**config.mk**
```make
export PLATFORM = sky130hd
export DESIGN_NAME = ex_mdu
export DESIGN_NICKNAME = d
export VERILOG_FILES = /design/src/rtl/ex_mdu.sv
export SDC_FILE = /design/constraint.sdc
export NUM_CORES = 1
export LEC_CHECK = 0
export CAP_MARGIN = 15
export CORE_MARGIN = 10
export CORE_UTILIZATION = 60
export DETAILED_ROUTE_END_ITERATION = 10
export PLACE_DENSITY_LB_ADDON = 0.15
export SYNTH_ARGS = -nofsm -noshare
export SYNTH_HDL_FRONTEND = slang
export SYNTH_SLANG_ARGS = --single-unit
```
**constraint.sdc**
```tcl
create_clock -name clk -period 4.9 [get_ports clk]
set_input_delay 1.47 -clock clk [delete_from_list [all_inputs] [get_ports clk]]
set_output_delay 1.47 -clock clk [all_outputs]
set_load 0.01 [all_outputs]
```
**src/rtl/ex_mdu.sv**
```systemverilog
// Iterative multiply/divide unit owning HI/LO, one bit per cycle beside the EX ALU.
// Define EX_MDU_DIV_EN to build the restoring divider; without it DIV/DIVU are ignored.
module ex_mdu #(
  parameter int WIDTH = 32,
  parameter int CNT_W = 6
) (
  input  logic             clk,
  input  logic             rst_n,
  input  logic             start,
  input  logic [5:0]       func,
  input  logic             ex_stop,
  input  logic             flush,
  input  logic [WIDTH-1:0] data_a,
  input  logic [WIDTH-1:0] data_b,
  output logic [WIDTH-1:0] result,
  output logic [WIDTH-1:0] hi_o,
  output logic [WIDTH-1:0] lo_o,
  output logic             busy,
  output logic             done,
  output logic             stall
);
  localparam logic [5:0] F_MFHI  = 6'b010000;
  localparam logic [5:0] F_MTHI  = 6'b010001;
  localparam logic [5:0] F_MFLO  = 6'b010010;
  localparam logic [5:0] F_MTLO  = 6'b010011;
  localparam logic [5:0] F_MULT  = 6'b011000;
  localparam logic [5:0] F_MULTU = 6'b011001;
`ifdef EX_MDU_DIV_EN
  localparam logic [5:0] F_DIV   = 6'b011010;
  localparam logic [5:0] F_DIVU  = 6'b011011;
`endif

  typedef enum logic [1:0] {
    S_IDLE = 2'd0,
    S_MUL  = 2'd1,
`ifdef EX_MDU_DIV_EN
    S_DIV  = 2'd2,
`endif
    S_DONE = 2'd3
  } state_t;

  state_t           state_q, state_d;
  logic [CNT_W-1:0] cnt_q;
  logic [WIDTH-1:0] acc_q, q_q, opd_q, hi_q, lo_q;
  logic             neg_q_q;
`ifdef EX_MDU_DIV_EN
  logic             neg_r_q, op_div_q;
  logic [WIDTH:0]   div_shift, div_diff;
`endif

  // Handshake: an issue (start & ~ex_stop, recognised func) is accepted on the
  // edge where stall is low; while stall is high EX holds and re-presents it.
  logic issue, is_mul, is_div, is_mt, is_mf, recog, is_signed, a_neg, b_neg;
  logic [WIDTH-1:0] abs_a, abs_b, fin_hi, fin_lo;
  logic [WIDTH:0]   mul_sum;
  logic [2*WIDTH-1:0] prod, prod_fix;

  assign issue  = start & ~ex_stop;
  assign is_mul = issue & (func == F_MULT || func == F_MULTU);
`ifdef EX_MDU_DIV_EN
  assign is_div = issue & (func == F_DIV || func == F_DIVU);
`else
  assign is_div = 1'b0;
`endif
  assign is_mt  = issue & (func == F_MTHI || func == F_MTLO);
  assign is_mf  = issue & (func == F_MFHI || func == F_MFLO);
  assign recog  = is_mul | is_div | is_mt | is_mf;

  // func[0] clear selects the signed variant of both MULT and DIV.
  assign is_signed = ~func[0];
  assign a_neg     = is_signed & data_a[WIDTH-1];
  assign b_neg     = is_signed & data_b[WIDTH-1];
  assign abs_a     = a_neg ? -data_a : data_a;
  assign abs_b     = b_neg ? -data_b : data_b;

  // Shift-add: acc holds the running upper half, q the multiplier/low half.
  assign mul_sum = {1'b0, acc_q} + ({1'b0, opd_q} & {(WIDTH+1){q_q[0]}});
`ifdef EX_MDU_DIV_EN
  assign div_shift = {acc_q, q_q[WIDTH-1]};
  assign div_diff  = div_shift - {1'b0, opd_q};
`endif

  assign prod     = {acc_q, q_q};
  assign prod_fix = neg_q_q ? -prod : prod;

  always_comb begin
    fin_hi = prod_fix[2*WIDTH-1:WIDTH];
    fin_lo = prod_fix[WIDTH-1:0];
`ifdef EX_MDU_DIV_EN
    if (op_div_q) begin
      fin_lo = neg_q_q ? -q_q : q_q;
      fin_hi = neg_r_q ? -acc_q : acc_q;
    end
`endif
  end

  always_ff @(posedge clk or negedge rst_n) begin
    if (!rst_n) state_q <= S_IDLE;
    else        state_q <= state_d;
  end

  always_comb begin
    state_d = state_q;
    if (flush) begin
      state_d = S_IDLE;
    end else begin
      case (state_q)
        S_IDLE: begin
          if (is_mul) state_d = S_MUL;
`ifdef EX_MDU_DIV_EN
          else if (is_div) state_d = (data_b == '0) ? S_DONE : S_DIV;
`endif
        end
        S_MUL:  if (cnt_q == CNT_W'(1)) state_d = S_DONE;
`ifdef EX_MDU_DIV_EN
        S_DIV:  if (cnt_q == CNT_W'(1)) state_d = S_DONE;
`endif
        S_DONE: state_d = S_IDLE;
        default: state_d = S_IDLE;
      endcase
    end
  end

  always_comb begin
    busy   = (state_q != S_IDLE);
    done   = (state_q == S_DONE) & ~flush;
    stall  = recog & busy;
    result = (is_mf & ~busy) ? (func[1] ? lo_q : hi_q) : '0;
    hi_o   = hi_q;
    lo_o   = lo_q;
  end

  always_ff @(posedge clk or negedge rst_n) begin
    if (!rst_n) begin
      cnt_q   <= '0;
      acc_q   <= '0;
      q_q     <= '0;
      opd_q   <= '0;
      neg_q_q <= 1'b0;
`ifdef EX_MDU_DIV_EN
      neg_r_q  <= 1'b0;
      op_div_q <= 1'b0;
`endif
    end else begin
      case (state_q)
        S_IDLE: begin
          if (is_mul) begin
            cnt_q   <= CNT_W'(WIDTH);
            acc_q   <= '0;
            q_q     <= abs_b;
            opd_q   <= abs_a;
            neg_q_q <= a_neg ^ b_neg;
`ifdef EX_MDU_DIV_EN
            op_div_q <= 1'b0;
`endif
          end
`ifdef EX_MDU_DIV_EN
          else if (is_div) begin
            op_div_q <= 1'b1;
            if (data_b == '0) begin
              // Divide by zero skips iteration: HI = dividend, LO = all ones.
              cnt_q   <= '0;
              acc_q   <= data_a;
              q_q     <= '1;
              opd_q   <= '0;
              neg_q_q <= 1'b0;
              neg_r_q <= 1'b0;
            end else begin
              cnt_q   <= CNT_W'(WIDTH);
              acc_q   <= '0;
              q_q     <= abs_a;
              opd_q   <= abs_b;
              neg_q_q <= a_neg ^ b_neg;
              neg_r_q <= a_neg;
            end
          end
`endif
        end
        S_MUL: begin
          cnt_q <= cnt_q - CNT_W'(1);
          acc_q <= mul_sum[WIDTH:1];
          q_q   <= {mul_sum[0], q_q[WIDTH-1:1]};
        end
`ifdef EX_MDU_DIV_EN
        S_DIV: begin
          cnt_q <= cnt_q - CNT_W'(1);
          if (!div_diff[WIDTH]) begin
            acc_q <= div_diff[WIDTH-1:0];
            q_q   <= {q_q[WIDTH-2:0], 1'b1};
          end else begin
            acc_q <= div_shift[WIDTH-1:0];
            q_q   <= {q_q[WIDTH-2:0], 1'b0};
          end
        end
`endif
        default: ;
      endcase
    end
  end

  // HI/LO only change via MT* in IDLE or the DONE write; flush blocks both.
  always_ff @(posedge clk or negedge rst_n) begin
    if (!rst_n) begin
      hi_q <= '0;
      lo_q <= '0;
    end else if (!flush) begin
      if (state_q == S_IDLE && is_mt) begin
        if (func[1]) lo_q <= data_a;
        else         hi_q <= data_a;
      end else if (state_q == S_DONE) begin
        hi_q <= fin_hi;
        lo_q <= fin_lo;
      end
    end
  end
endmodule
```
Fig. 1: power grid
Scale bar: 50 um. Pins as bars on the die edge. Tap cells in grey.
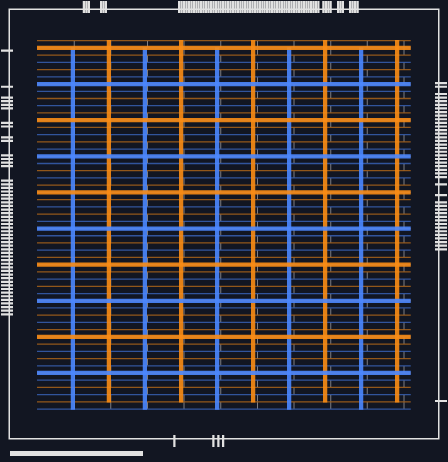
- VSS: blue
- VDD: orange
- signal pins: 174
- met1 rails: 52
- met4 straps: 10
- met5 straps: 10
overall die height: 161 um
Core Region: 0.0195 sq mm
Peak VDD IR: 229 uV
chip width: 161 um

Fig. 2: cells coloured by class
Scale bar: 50 um.
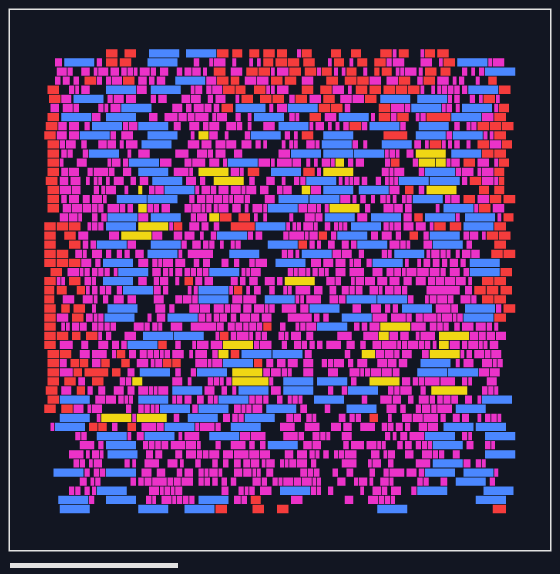
- flops: blue (cells 169)
- clock drivers and dummy loads: yellow (cells 32)
- other buffers and delay cells: red (cells 210)
- combinational and other logic: magenta (cells 1174)
Core Util, Final: 74.5%
Seq/total area: 29.1%

Fig. 3: clock distribution
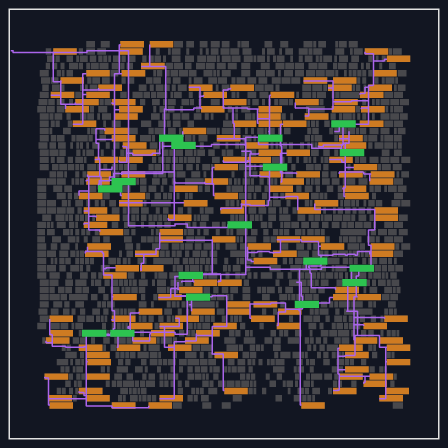
- flip-flops: orange (count 169)
- clock wires: purple (length 2220 um)
- clock drivers: green (count 17)
- routed clock nets: 18

==> where the power goes <==
group	internal, mW	leakage [nW]	switching [mW]
clock network	0.779	0.284	0.625
logic	0.920	4.12	1.20
registers	1.65	2.09	0.416
total	3.35	6.50	2.24
==> cell usage after synthesis (35+ instances only) <==
| cell type | n |
|---|---|
| nand3_1 | 45 |
| a21oi_1 | 88 |
| clkbuf_1 | 93 |
| nor2_1 | 118 |
| o31ai_1 | 35 |
| nand2_1 | 142 |
| dfrtp_1 | 169 |
| ha_1 | 37 |
| o21ai_0 | 189 |
| xor2_1 | 85 |
| mux2i_1 | 40 |
| xnor2_1 | 48 |
==> how the worst max path moves through the flow <==
stage,endpoint,depth (start not counted),start,slack (ns)
CTS,result[6],8,start,0.08
global placement,result[26],8,func[5],-0.20
global route,result[11],8,start,-0.01
finish,result[6],8,start,0.06
floorplan,result[10],7,func[5],0.67
detailed placement,result[6],8,start,-0.30
==> per-stage QoR <==
step           util (%)  hold WS, ns  cell area, sq um  power [mW]  setup TNS [ns]
2_1_floorplan         -        0.434             12000        3.38               0
3_3_place_gp       71.5        0.450             14000        4.09           -6.21
3_5_place_dp       71.5        0.462             14000        4.15           -7.92
4_1_cts            74.4        0.471             14500        5.56               0
5_1_grt            74.5        0.504             14500        5.91         -0.0289
6_report           74.5        0.468             14500        5.59               0
==> sequential cells by signal, indices dropped and copies added (netlist names) <==
register  cells
neg_q_q       1
q_q          32
hi_o         32
opd_q        32
lo_o         32
state_q       2
cnt_q         6
acc_q        32
==> critical path: stages <==
cell and delay [ns]:
clkdlybuf4s50_1 0.47, nand4bb_1 0.15, nor2_2 0.14, nand2_1 0.09, or3_4 0.42, buf_12 0.19, nor2_1 0.13, clkdlybuf4s15_1 0.29
==> Changelog: implementation <==
### Implementation results

- Hold Path End: state_q[1]$_DFFE_PN0P_
- Clock-pin slew on the worst setup and hold paths: 0.07 ns
- Logic cell area: 0.00728 sq mm
- Grt met1 use: 36.8%
- Layout cells sized above 1: 6.69%
- Status: complete, no violations
- Antenna violations before repair: 1
- # Cells Yosys: 1444
- Mux share: 3.44%
- Initial DRC count: 1279
- FFs & Latches: 169
- Synthesized instance count: 1444
- DR WL met3: 3180 um
- Global Route met2 Usage: 48.9%
- Ao+oa area frac: 23.4%
- Max-slew headroom: 23.3%
- Most frequent cells in the layout: o21ai_0, dfrtp_1, nand2_1
- Remaining antenna violation count: 0
- Post-Place Setup Slack: -0.303 ns
- Setup Fix Bufs, Post-CTS: 0
- Reg2reg path depth: 11
- Synthesis-stage register bit count: 169
- Top cells by area: dfrtp_1, o21ai_0, xor2_1
- Hold_buf cts: 0
- Cell area after synthesis: 0.0120 sq mm
- Overflow after GRT: 0
- Cts bufs inserted: 17
- Final WS setup: 0.0577 ns
- Clock Path Buffers: 2
- P per Cell Area: 384 mW/mm^2
- DR pass1 iterations: 8
- Top layer used by detailed routing: met4
- CTS tree: built
- Top cell excl fill/tap: o21ai_0
- Fin. max-slew vios: 0
- XORs/XNORs by Area: 9.74%
Power is estimated from default activity; no workload was simulated.
